===== src/rtl/lcd_timing_driver_if.sv =====
// Coordinate-to-pixel request bus plus the panel pin bundle of the LCD timing driver.
// The driver is the master: it issues coordinates and drives the pins; the pixel generator is the slave.
interface lcd_timing_driver_if;
  logic [23:0] lcd_data;
  logic        lcd_request;
  logic [11:0] lcd_xpos;
  logic [11:0] lcd_ypos;
  logic        lcd_hs;
  logic        lcd_vs;
  logic        lcd_de;
  logic [23:0] lcd_rgb;
  logic        frame_start;

  modport master (
    input  lcd_data,
    output lcd_request, lcd_xpos, lcd_ypos,
    output lcd_hs, lcd_vs, lcd_de, lcd_rgb, frame_start
  );

  modport slave (
    output lcd_data,
    input  lcd_request, lcd_xpos, lcd_ypos,
    input  lcd_hs, lcd_vs, lcd_de, lcd_rgb, frame_start
  );
endinterface


===== src/rtl/lcd_timing_driver.sv =====
// Raster timing generator for the LCD/VGA port: requests pixels by coordinate and re-aligns
// sync/enable with the returned RGB so the pin raster is the raw raster delayed by DATA_LAT+1 clocks.
module lcd_timing_driver #(
  parameter int H_SYNC   = 96,
  parameter int H_BACK   = 48,
  parameter int H_DISP   = 640,
  parameter int H_FRONT  = 16,
  parameter int V_SYNC   = 2,
  parameter int V_BACK   = 33,
  parameter int V_DISP   = 480,
  parameter int V_FRONT  = 10,
  parameter int DATA_LAT = 1
) (
  input  logic clk,
  input  logic rst_n,
  lcd_timing_driver_if.master lcd
);

  localparam logic [11:0] H_TOTAL   = 12'(H_SYNC + H_BACK + H_DISP + H_FRONT);
  localparam logic [11:0] H_SYNC_W  = 12'(H_SYNC);
  localparam logic [11:0] H_ACT_BEG = 12'(H_SYNC + H_BACK);
  localparam logic [11:0] H_ACT_END = 12'(H_SYNC + H_BACK + H_DISP);
  localparam logic [11:0] V_TOTAL   = 12'(V_SYNC + V_BACK + V_DISP + V_FRONT);
  localparam logic [11:0] V_SYNC_W  = 12'(V_SYNC);
  localparam logic [11:0] V_ACT_BEG = 12'(V_SYNC + V_BACK);
  localparam logic [11:0] V_ACT_END = 12'(V_SYNC + V_BACK + V_DISP);

  typedef struct packed {
    logic hs;
    logic vs;
    logic req;
    logic first;
  } tap_t;

  localparam tap_t TAP_IDLE = '{hs: 1'b1, vs: 1'b1, req: 1'b0, first: 1'b0};

  logic [11:0] h_cnt;
  logic [11:0] v_cnt;
  logic        h_act;
  logic        v_act;
  logic        request;
  logic [11:0] xpos;
  logic [11:0] ypos;
  tap_t        tap_in;
  tap_t        tap_out;
  tap_t        pipe [DATA_LAT];

  logic        hs_q;
  logic        vs_q;
  logic        de_q;
  logic        fs_q;
  logic [23:0] rgb_q;

  // v_cnt advances only on the h_cnt wrap, so both wrap together at frame end
  always_ff @(posedge clk or negedge rst_n) begin
    if (!rst_n) begin
      h_cnt <= '0;
      v_cnt <= '0;
    end else if (h_cnt == H_TOTAL - 12'd1) begin
      h_cnt <= '0;
      v_cnt <= (v_cnt == V_TOTAL - 12'd1) ? 12'd0 : v_cnt + 12'd1;
    end else begin
      h_cnt <= h_cnt + 12'd1;
    end
  end

  always_comb begin
    h_act   = (h_cnt >= H_ACT_BEG) && (h_cnt < H_ACT_END);
    v_act   = (v_cnt >= V_ACT_BEG) && (v_cnt < V_ACT_END);
    request = h_act && v_act;
    xpos    = request ? h_cnt - H_ACT_BEG : 12'd0;
    ypos    = request ? v_cnt - V_ACT_BEG : 12'd0;
    tap_in.hs    = (h_cnt >= H_SYNC_W);
    tap_in.vs    = (v_cnt >= V_SYNC_W);
    tap_in.req   = request;
    tap_in.first = request && (xpos == 12'd0) && (ypos == 12'd0);
  end

  // Delay line matching the pixel generator latency; reset leaves it in the idle raster state
  always_ff @(posedge clk or negedge rst_n) begin
    if (!rst_n) begin
      for (int i = 0; i < DATA_LAT; i++) pipe[i] <= TAP_IDLE;
    end else begin
      pipe[0] <= tap_in;
      for (int i = 1; i < DATA_LAT; i++) pipe[i] <= pipe[i-1];
    end
  end

  assign tap_out = pipe[DATA_LAT-1];

  always_ff @(posedge clk or negedge rst_n) begin
    if (!rst_n) begin
      hs_q  <= 1'b1;
      vs_q  <= 1'b1;
      de_q  <= 1'b0;
      fs_q  <= 1'b0;
      rgb_q <= '0;
    end else begin
      hs_q  <= tap_out.hs;
      vs_q  <= tap_out.vs;
      de_q  <= tap_out.req;
      fs_q  <= tap_out.first;
      rgb_q <= tap_out.req ? lcd.lcd_data : 24'h0;
    end
  end

  assign lcd.lcd_request = request;
  assign lcd.lcd_xpos    = xpos;
  assign lcd.lcd_ypos    = ypos;
  assign lcd.lcd_hs      = hs_q;
  assign lcd.lcd_vs      = vs_q;
  assign lcd.lcd_de      = de_q;
  assign lcd.lcd_rgb     = rgb_q;
  assign lcd.frame_start = fs_q;

endmodule

===== src/flat_wrapper.sv =====
// flat-port wrapper written by rule: the top's interface ports become plain ports
module lcd_timing_driver_flat 
#(
  parameter int H_SYNC   = 96,
  parameter int H_BACK   = 48,
  parameter int H_DISP   = 640,
  parameter int H_FRONT  = 16,
  parameter int V_SYNC   = 2,
  parameter int V_BACK   = 33,
  parameter int V_DISP   = 480,
  parameter int V_FRONT  = 10,
  parameter int DATA_LAT = 1
)
  (clk, rst_n, lcd_lcd_data, lcd_lcd_request, lcd_lcd_xpos, lcd_lcd_ypos, lcd_lcd_hs, lcd_lcd_vs, lcd_lcd_de, lcd_lcd_rgb, lcd_frame_start);
  lcd_timing_driver_if lcd_i ();
  input  logic clk;
  input  logic rst_n;
  input wire logic [$bits(lcd_i.lcd_data)-1:0] lcd_lcd_data;
  output wire logic [$bits(lcd_i.lcd_request)-1:0] lcd_lcd_request;
  output wire logic [$bits(lcd_i.lcd_xpos)-1:0] lcd_lcd_xpos;
  output wire logic [$bits(lcd_i.lcd_ypos)-1:0] lcd_lcd_ypos;
  output wire logic [$bits(lcd_i.lcd_hs)-1:0] lcd_lcd_hs;
  output wire logic [$bits(lcd_i.lcd_vs)-1:0] lcd_lcd_vs;
  output wire logic [$bits(lcd_i.lcd_de)-1:0] lcd_lcd_de;
  output wire logic [$bits(lcd_i.lcd_rgb)-1:0] lcd_lcd_rgb;
  output wire logic [$bits(lcd_i.frame_start)-1:0] lcd_frame_start;
  assign lcd_i.lcd_data = lcd_lcd_data;
  assign lcd_lcd_request = lcd_i.lcd_request;
  assign lcd_lcd_xpos = lcd_i.lcd_xpos;
  assign lcd_lcd_ypos = lcd_i.lcd_ypos;
  assign lcd_lcd_hs = lcd_i.lcd_hs;
  assign lcd_lcd_vs = lcd_i.lcd_vs;
  assign lcd_lcd_de = lcd_i.lcd_de;
  assign lcd_lcd_rgb = lcd_i.lcd_rgb;
  assign lcd_frame_start = lcd_i.frame_start;
  lcd_timing_driver #(.H_SYNC(H_SYNC), .H_BACK(H_BACK), .H_DISP(H_DISP), .H_FRONT(H_FRONT), .V_SYNC(V_SYNC), .V_BACK(V_BACK), .V_DISP(V_DISP), .V_FRONT(V_FRONT), .DATA_LAT(DATA_LAT)) u_core (.clk(clk), .rst_n(rst_n), .lcd(lcd_i));
endmodule

===== config.mk =====
export PLATFORM = sky130hd
export DESIGN_NAME = lcd_timing_driver_flat
export DESIGN_NICKNAME = d
export VERILOG_FILES = /design/src/rtl/lcd_timing_driver_if.sv /design/src/rtl/lcd_timing_driver.sv /design/src/flat_wrapper.sv
export SDC_FILE = /design/constraint.sdc
export NUM_CORES = 1
export LEC_CHECK = 0
export CAP_MARGIN = 20
export CORE_ASPECT_RATIO = 0.5
export CORE_MARGIN = 10
export CORE_UTILIZATION = 50
export CTS_CLUSTER_SIZE = 8
export DETAILED_ROUTE_END_ITERATION = 8
export PLACE_DENSITY = 0.84
export SLEW_MARGIN = 20
export SYNTH_ARGS = -nofsm -noshare
export SYNTH_HDL_FRONTEND = slang
export SYNTH_SLANG_ARGS = --single-unit
export TNS_END_PERCENT = 30

===== constraint.sdc =====
create_clock -name clk -period 4.8 [get_ports clk]
set_input_delay 0.48 -clock clk [delete_from_list [all_inputs] [get_ports clk]]
set_output_delay 0.48 -clock clk [all_outputs]
set_load 0.01 [all_outputs]

Fig. 1: run 1, track usage over the die
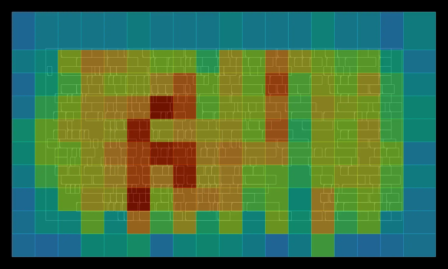
fin util: 68.3%
WL/cell: 16.1 µm
GRT Util Overall: 14.7%
busiest layer in global routing: met2

Fig. 2: run 1, I/O nets highlighted
The bar under the picture is 50 µm long.
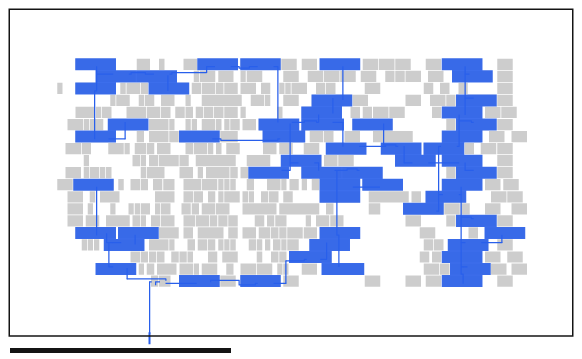
[blue] `rst_n` | bits: 1 | direction: input | end cells: 56 | wire: 357 µm
IO buf count: 77
I/O pin count: 79

==> out/qor.txt, run 1 <==
Crit Path Category -> flop to primary output
DIE WIDTH -> 127 µm
First-pass GRT wire length -> 11,300 µm
Ant diodes -> 0
Combinational share of power -> 3.3%
Endpoints failing hold -> 0
DRT antenna net count -> 0
Iteration-0 DRC Markers -> 234
Hpwl dp -> 5110 µm
P_leak -> 1.71 nW
Critical path endpoint category -> primary output
DIE HEIGHT -> 73.5 µm
Total congestion overflow -> 0
Vias per cell -> 5.28
Status -> finished, final reports clean
Synthesized area per cell -> 9.96 µm²
Worst slew pin tran -> 0.704 ns
Cell Pwr Density -> 231 nW/µm²
Clk pin slew, worst setup/hold paths -> 0.08 ns
Non-filler cells, final -> 427
Clk sinks -> 56
Min cycle time layout -> 3.61 ns
Nets -> 388
Switch Pwr -> 0.000184 W
Fig. 3: run 1, metal layers overlaid
Two of the layers only.
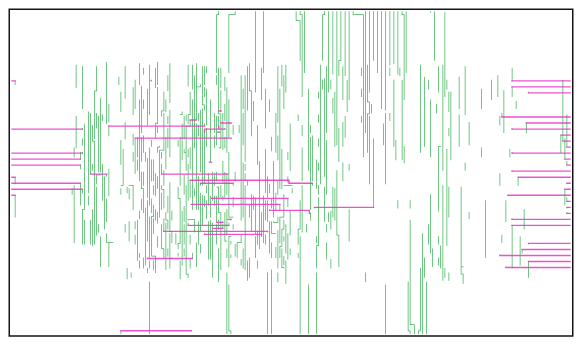
[magenta] met3 | wire length: 563 µm
[green] met2 | wire length: 3,390 µm
total number of vias: 2,256
WL final: 6860 µm

[run 1: logic make-up after synthesis]
family | after synthesis | share of synthesized area [%]
AOI/OAI and AO/OA | 29 | 6.56
xor gates and xnor gates | 25 | 7.66
adders and majority gates | 9 | 3.94
buffers and inverters | 32 | 5.60
DFF | 56 | 49.2
muxes | 1 | 0.525
other | 1 | 0.131
and+or+nand+nor | 134 | 26.4
[run 1: sequential cells by signal (all words and copies together) (netlist names)]
register,cells
u_core.lcd.lcd_vs,1
u_core.pipe,4
u_core.lcd.frame_start,1
u_core.lcd.lcd_rgb,24
u_core.h_cnt,12
u_core.lcd.lcd_hs,1
u_core.lcd.lcd_de,1
u_core.v_cnt,12
[run 1: final cells by class]
| type | count | area [µm²] |
|---|---|---|
| Inverter | 12 | 45.0 |
| Sequential cell | 56 | 1410 |
| Timing Repair Buffer | 79 | 781 |
| Multi-Input combinational cell | 199 | 1290 |
| Tap cell | 73 | 91.3 |
| Clock inverter | 3 | 27.5 |
| Clock buffer | 5 | 125 |
| Fill cell | 439 | 1750 |
[run 1: layout by cell type, fill, tap and decap left out, types with 4 or more instances in the layout]
master / n
dfrtp_1: 52
ha_1: 9
nor4_1: 5
clkdlybuf4s50_1: 76
nand2_1: 12
xnor2_1: 17
nand4_1: 10
a21oi_1: 7
nor3_1: 7
and3_1: 10
clkbuf_16: 5
xor2_1: 8
nand3_1: 8
nor2_1: 38
inv_1: 12
and2_1: 26
o21ai_0: 11
dfstp_2: 4
[run 1: worst register-to-register path: stages, from the launching register on]
cell and delay (ns):
dfrtp_1 0.48, inv_1 0.12, ha_1 0.16, or3b_1 0.43
nor3_1 0.57, buf_4 0.27, and3_1 0.22, nand2_1 0.08
xnor2_1 0.14
[run 1: power by group through the flow]
| stage | Clock, W | Combinational [W] | Sequential (W) |
|---|---|---|---|
| floorplan | 0 | 0.000000945 | 0.000481 |
| global placement | 0 | 0.0000290 | 0.000481 |
| detailed placement | 0 | 0.0000298 | 0.000481 |
| CTS | 0.000384 | 0.0000299 | 0.000471 |
| global route | 0.000396 | 0.0000323 | 0.000471 |
| finish | 0.000371 | 0.0000288 | 0.000472 |
[run 1: stage by stage]
stage / total power (W) / instance area, µm² / hold slack [ns]
2_1_floorplan: 0.000482 / 2860 / 0.184
3_3_place_gp: 0.000510 / 3620 / 0.334
3_5_place_dp: 0.000511 / 3620 / 0.340
4_1_cts: 0.000886 / 3770 / 0.331
5_1_grt: 0.000899 / 3770 / 0.358
6_report: 0.000871 / 3770 / 0.291
[run 1: per-layer routing]
metal / GRT usage [%] / vias to the layer above / wire, µm
li1: - / 1094 / -
met1: 17.6 / 1073 / 2860
met2: 25.5 / 81 / 3390
met3: 4.45 / 8 / 562
met4: 3.89 / 0 / 51
met5: 0 / - / 0
==> run 2: changes to the inputs <==
--- a/config.mk
+++ b/config.mk
@@ -8,10 +8,10 @@
 export CAP_MARGIN = 20
 export CORE_ASPECT_RATIO = 0.5
 export CORE_MARGIN = 10
-export CORE_UTILIZATION = 50
+export CORE_UTILIZATION = 43
 export CTS_CLUSTER_SIZE = 8
 export DETAILED_ROUTE_END_ITERATION = 8
-export PLACE_DENSITY = 0.84
+export PLACE_DENSITY = 0.77
 export SLEW_MARGIN = 20
 export SYNTH_ARGS = -nofsm -noshare
 export SYNTH_HDL_FRONTEND = slang
==> constraint.sdc (replaced) <==
create_clock -name clk -period 3 [get_ports clk]
set_input_delay 0.3 -clock clk [delete_from_list [all_inputs] [get_ports clk]]
set_output_delay 0.3 -clock clk [all_outputs]
set_load 0.01 [all_outputs]
==> run 2 against run 1 <==
Core utilization fell by 4.6 points. Die size rose by 13%. Sequential share of layout area fell by 2.0 points. Cell area rose by 5.8%. Non-clock buffer count rose by 15. Via count rose by 4.2%. Total power rose by 69%. Area after synthesis did not move. Worst setup slack got worse by 1.1 ns. Register-to-register slack got worse by 1.6 ns. Hold slack got worse by 0.22 ns.
==> out/qor.txt, run 2 <==
Status -> finished, final reports clean (unchanged)
And+or+nand+nor area frac -> 26.4% (unchanged)
Nets -> 403 (was 388)
Worst slew pin tran -> 0.760 ns (was 0.704 ns)
DIE WIDTH -> 135 µm (was 127 µm)
DIE HEIGHT -> 77.7 µm (was 73.5 µm)
Most common logic cells in the final layout -> clkdlybuf4s50_1 (54), dfrtp_1 (51), nor2_1 (38) (was clkdlybuf4s50_1 (76), dfrtp_1 (52), nor2_1 (38))
Clk pin slew, worst setup/hold paths -> 0.07 ns (was 0.08 ns)
Vias per cell -> 5.14 (was 5.28)
Clk sinks -> 56 (unchanged)
Ant diodes -> 0 (unchanged)
P_leak -> 2.20 nW (was 1.71 nW)
Max reg flops -> 24 (unchanged)
Crit Path Category -> flop to primary output (unchanged)
First-pass GRT wire length -> 11,400 µm (was 11,300 µm)
Xor+xnor area frac -> 7.66% (unchanged)
Synthesized area per cell -> 9.96 µm² (unchanged)
Power after layout -> 0.00147 W (was 0.000871 W)
MUX share of area -> 0.525% (unchanged)
Total congestion overflow -> 0 (unchanged)
I/O pin count -> 79 (unchanged)
Endpoints failing hold -> 0 (unchanged)
Largest logic family -> simple AND/OR/NAND/NOR gates (unchanged)
Synth Area in Compound Gates -> 6.56% (unchanged)
Critical path endpoint category -> primary output (unchanged)
Cell Pwr Density -> 369 nW/µm² (was 231 nW/µm²)
-- run 2: cell counts after synthesis --
No cell type changed its count.
-- run 2: worst max-delay path by stage --
stage / end / slack [ns] / cells after the start
2_1_floorplan: lcd_lcd_xpos[0] / 0.82 / 8
3_3_place_gp: lcd_lcd_xpos[6] / 0.23 / 8
3_5_place_dp: lcd_lcd_xpos[6] / 0.11 / 8
4_1_cts: lcd_lcd_xpos[6] / 0.02 / 8
5_1_grt: lcd_lcd_xpos[7] / -0.07 / 7
6_report: lcd_lcd_xpos[7] / 0.11 / 7
-- run 2: what timing repair did --
item,in CTS,in global routing
setup endpoints to repair,24,23
endpoints found under the hold margin,0,0
setup buffers,2,0
gates cloned,0,0
gates resized,3,23
pin swaps,1,2
-- run 2: kinds of logic after synthesis --
kind of cell / Yosys count
simple gates: 134
flops: 56
buf+inv: 32
compound gates: 29
xor+xnor: 25
fa+ha+maj: 9
other cells: 1
mux: 1
-- run 2: final cells by class --
type | count | area (µm²)
clock buffers | 6 | 129
inverters | 12 | 45.0
well taps | 88 | 110
flip-flops and latches | 56 | 1410
fillers | 505 | 2270
clock inverters | 2 | 38.8
repair buffers | 94 | 957
multi-input cells | 199 | 1300
-- run 2: where the power goes --
part | internal, W | switching [W]
registers | 0.000755 | 0
clock network | 0.000398 | 0.000273
logic | 0.0000281 | 0.0000182
total | 0.00118 | 0.000291
-- run 2: layer usage --
layer | up-vias | track usage [%] | wire, µm
met1 | 1136 | 16.4 | 3200
met5 | - | 0 | 0
li1 | 1121 | - | -
met3 | 7 | 3.92 | 531
met2 | 87 | 21.6 | 3290
met4 | 0 | 3.31 | 72
-- run 2: per-stage QoR --
step           hold slack [ns]  area (µm²)
6_report                0.0698        3990
5_1_grt                  0.134        3990
4_1_cts                 0.0952        3930
3_5_place_dp             0.335        3730
3_3_place_gp             0.335        3730
2_1_floorplan          0.00441        2860
Fig. 4: run 2, track usage over the die
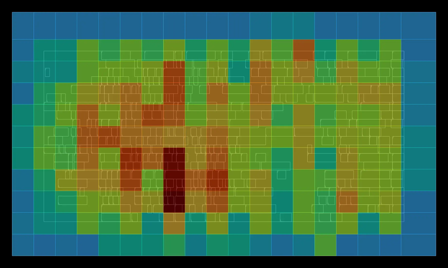
GRT Util Overall: 13.1%
WL/cell: 15.5 µm
GR met1 Demand/Resource: 16.4%
fin util: 63.7%
GRT met3 Usage: 3.92%

Fig. 5: run 2, I/O nets highlighted
The bar under the picture is 50 µm long.
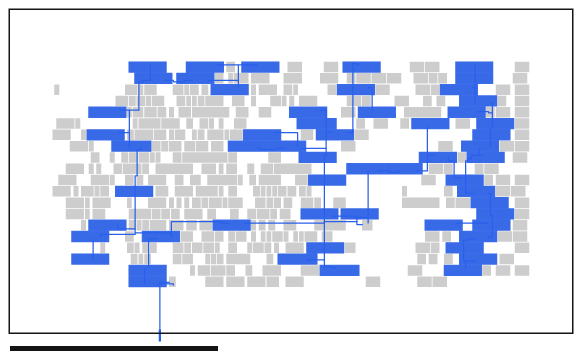
[blue] `rst_n` | bits: 1 | direction: input | end cells: 56 | wire: 415 µm

==> run 3: changes to the inputs <==
--- a/config.mk
+++ b/config.mk
@@ -8,10 +8,11 @@
 export CAP_MARGIN = 20
 export CORE_ASPECT_RATIO = 0.5
 export CORE_MARGIN = 10
-export CORE_UTILIZATION = 43
+export CORE_UTILIZATION = 45
+export CTS_BUF_LIST = sky130_fd_sc_hd__clkbuf_8
 export CTS_CLUSTER_SIZE = 8
 export DETAILED_ROUTE_END_ITERATION = 8
-export PLACE_DENSITY = 0.77
+export PLACE_DENSITY = 0.8
 export SLEW_MARGIN = 20
 export SYNTH_ARGS = -nofsm -noshare
 export SYNTH_HDL_FRONTEND = slang
==> run 3 against run 2 <==
Sequential share of layout area up 0.86 points. Register-to-register slack improved by 0.29 ns. Cell count is the same. Clock skew up 0.0013 ns. Combinational power is essentially flat. Core utilization up 0.072 points. Maximum frequency rose by 0.19%. Synthesized cell count is the same. Wire length down 0.87%. Clock power is 39% lower. Critical path depth is 2 higher. Critical endpoint is now lcd_lcd_xpos[8]. Highest routed layer unchanged.
==> out/qor.txt, run 3 <==
Status -> finished, final reports clean (unchanged)
Critical path endpoint category -> primary output (unchanged)
Synth Seq Share -> 49.2% (unchanged)
Fin util -> 63.8% (was 63.7%)
Dpl cell area -> 3730 µm² (unchanged)
Cell Pwr Density -> 311 nW/µm² (was 369 nW/µm²)
Xor+xnor area frac -> 7.66% (unchanged)
MUX share of area -> 0.525% (unchanged)
Most common logic cell in the routed design -> clkdlybuf4s50_1 (unchanged)
Max reg flops -> 24 (unchanged)
Required time worst endpoint -> 2.70 ns (about the same)
R2r setup slk -> 0.94 ns (was 0.65 ns)
Ant diodes -> 0 (unchanged)
DIE HEIGHT -> 76.4 µm (was 77.7 µm)
Endpoints failing hold -> 0 (unchanged)
DIE WIDTH -> 133 µm (was 135 µm)
Total congestion overflow -> 0 (unchanged)
Register area -> 1410 µm² (about the same)
Worst slew pin tran -> 0.867 ns (was 0.760 ns)
Max stage delay on crit path -> 0.54 ns (was 0.58 ns)
Hpwl dp -> 5460 µm (was 5420 µm)
Combinational gate area -> 1310 µm² (was 1300 µm²)
First-pass GRT wire length -> 11,700 µm (was 11,400 µm)
Synth area leader -> dfrtp_1 (unchanged)
P_leak -> 2.05 nW (was 2.20 nW)
And+or+nand+nor area frac -> 26.4% (unchanged)
Largest logic family -> simple AND/OR/NAND/NOR gates (unchanged)
Core area -> 6110 µm² (was 6260 µm²)
Nets -> 403 (unchanged)
DRT antenna net count -> 0 (unchanged)
Synth Area in Compound Gates -> 6.56% (unchanged)
IO buf count -> 77 (unchanged)
WHS -> 0.101 ns (was 0.0698 ns)
Synthesized area per cell -> 9.96 µm² (unchanged)
Clk sinks -> 56 (unchanged)
WL/cell -> 15.4 µm (was 15.5 µm)
Synth Area in Adders -> 3.94% (unchanged)
Final instance area -> 3900 µm² (was 3990 µm²)
I/O pin count -> 79 (unchanged)
[run 3: final cells by class]
| class | instances | share of cell area [%] |
|---|---|---|
| clock buffer | 5 | 1.77 |
| clock inverter | 3 | 0.546 |
| inverter | 12 | 1.16 |
| multi-input combinational | 199 | 33.6 |
| sequential | 56 | 36.2 |
| tap | 88 | 2.83 |
| timing repair buffer | 94 | 24.0 |
[run 3: worst max-delay path by stage]
stage,cells past startpoint,end,slack [ns],start
finish,9,lcd_lcd_xpos[8],0.12,u_core.v_cnt[0]
global route,9,lcd_lcd_xpos[8],-0.06,u_core.v_cnt[0]
CTS,9,lcd_lcd_ypos[0],0.01,u_core.h_cnt[4]
detailed placement,8,lcd_lcd_xpos[6],0.17,u_core.v_cnt[0]
global placement,8,lcd_lcd_ypos[0],0.25,u_core.v_cnt[0]
floorplan,8,lcd_lcd_xpos[0],0.82,u_core.v_cnt[0]
[run 3: repair_timing]
item	in CTS	in global routing
resized	2	22
setup buffers	2	0
pin swaps	1	0
setup endpoints to repair	20	24
endpoints found under the hold margin	0	0
[run 3: through the flow]
stage / cells / total power (W)
after detailed placement: 447 / 0.000817
after floorplan: 287 / 0.000771
after global routing: 457 / 0.00128
final: 457 / 0.00121
after CTS: 457 / 0.00123
after global placement: 447 / 0.000816
[run 3: cell families (layout without fill, tap and decap cells)]
family,Yosys count,count (layout)
simple gates,134,134
flops,56,56
buf+inv,32,114
compound gates,29,29
xor+xnor,25,25
fa+ha+maj,9,9
other cells,1,1
mux,1,1
[run 3: power breakdown]
part           internal [W]  leakage, nW  switching (W)
logic             0.0000281         1.26      0.0000184
clock network      0.000166       0.0445       0.000244
registers          0.000755        0.752              0
[run 3: per-layer routing]
layer	track usage, %	up-vias	share of wire, %
met5	0	-	0
met4	2.73	0	0.75
met3	4.01	4	6.7
met2	24.2	72	50
met1	16.4	1075	43
li1	-	1119	-
Fig. 6: run 3, I/O nets highlighted
The bar under the picture is 50 µm long.
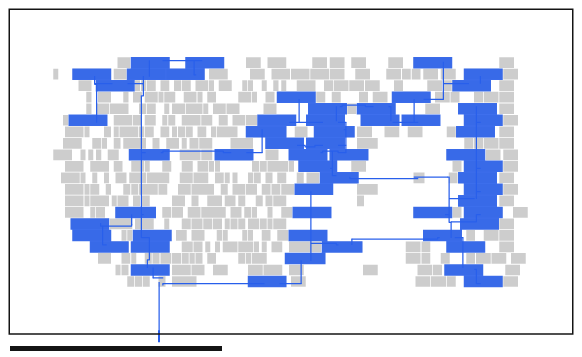
[blue] `rst_n` | bits: 1 | direction: input | end cells: 56 | wire: 412 µm

Fig. 7: run 3, the metal 1 layer
The bar under the picture is 50 µm long. Supply wires on this layer in gray.
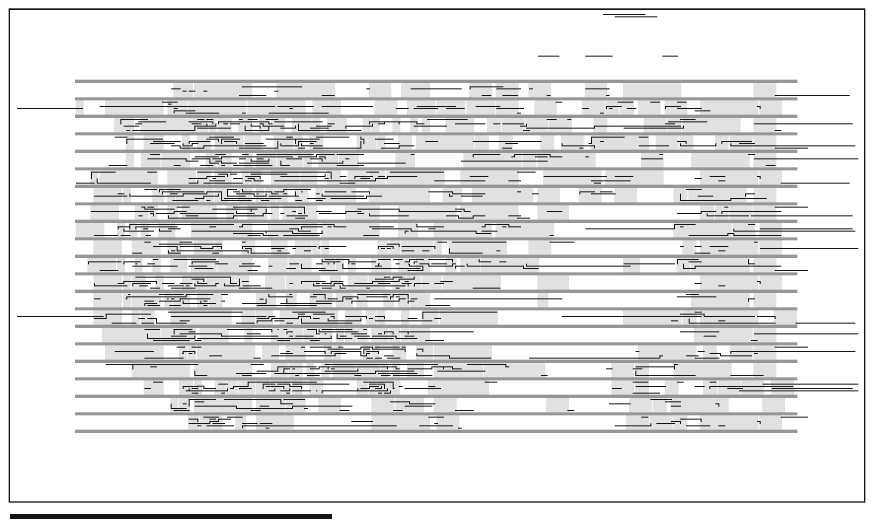
main direction: horizontal
wire length on this layer: 3,010 µm
nets with wire on the layer: 363
WL final: 7030 µm
total number of vias: 2,270
GR met1 Demand/Resource: 16.4%

Power is estimated from default activity; no workload was simulated.
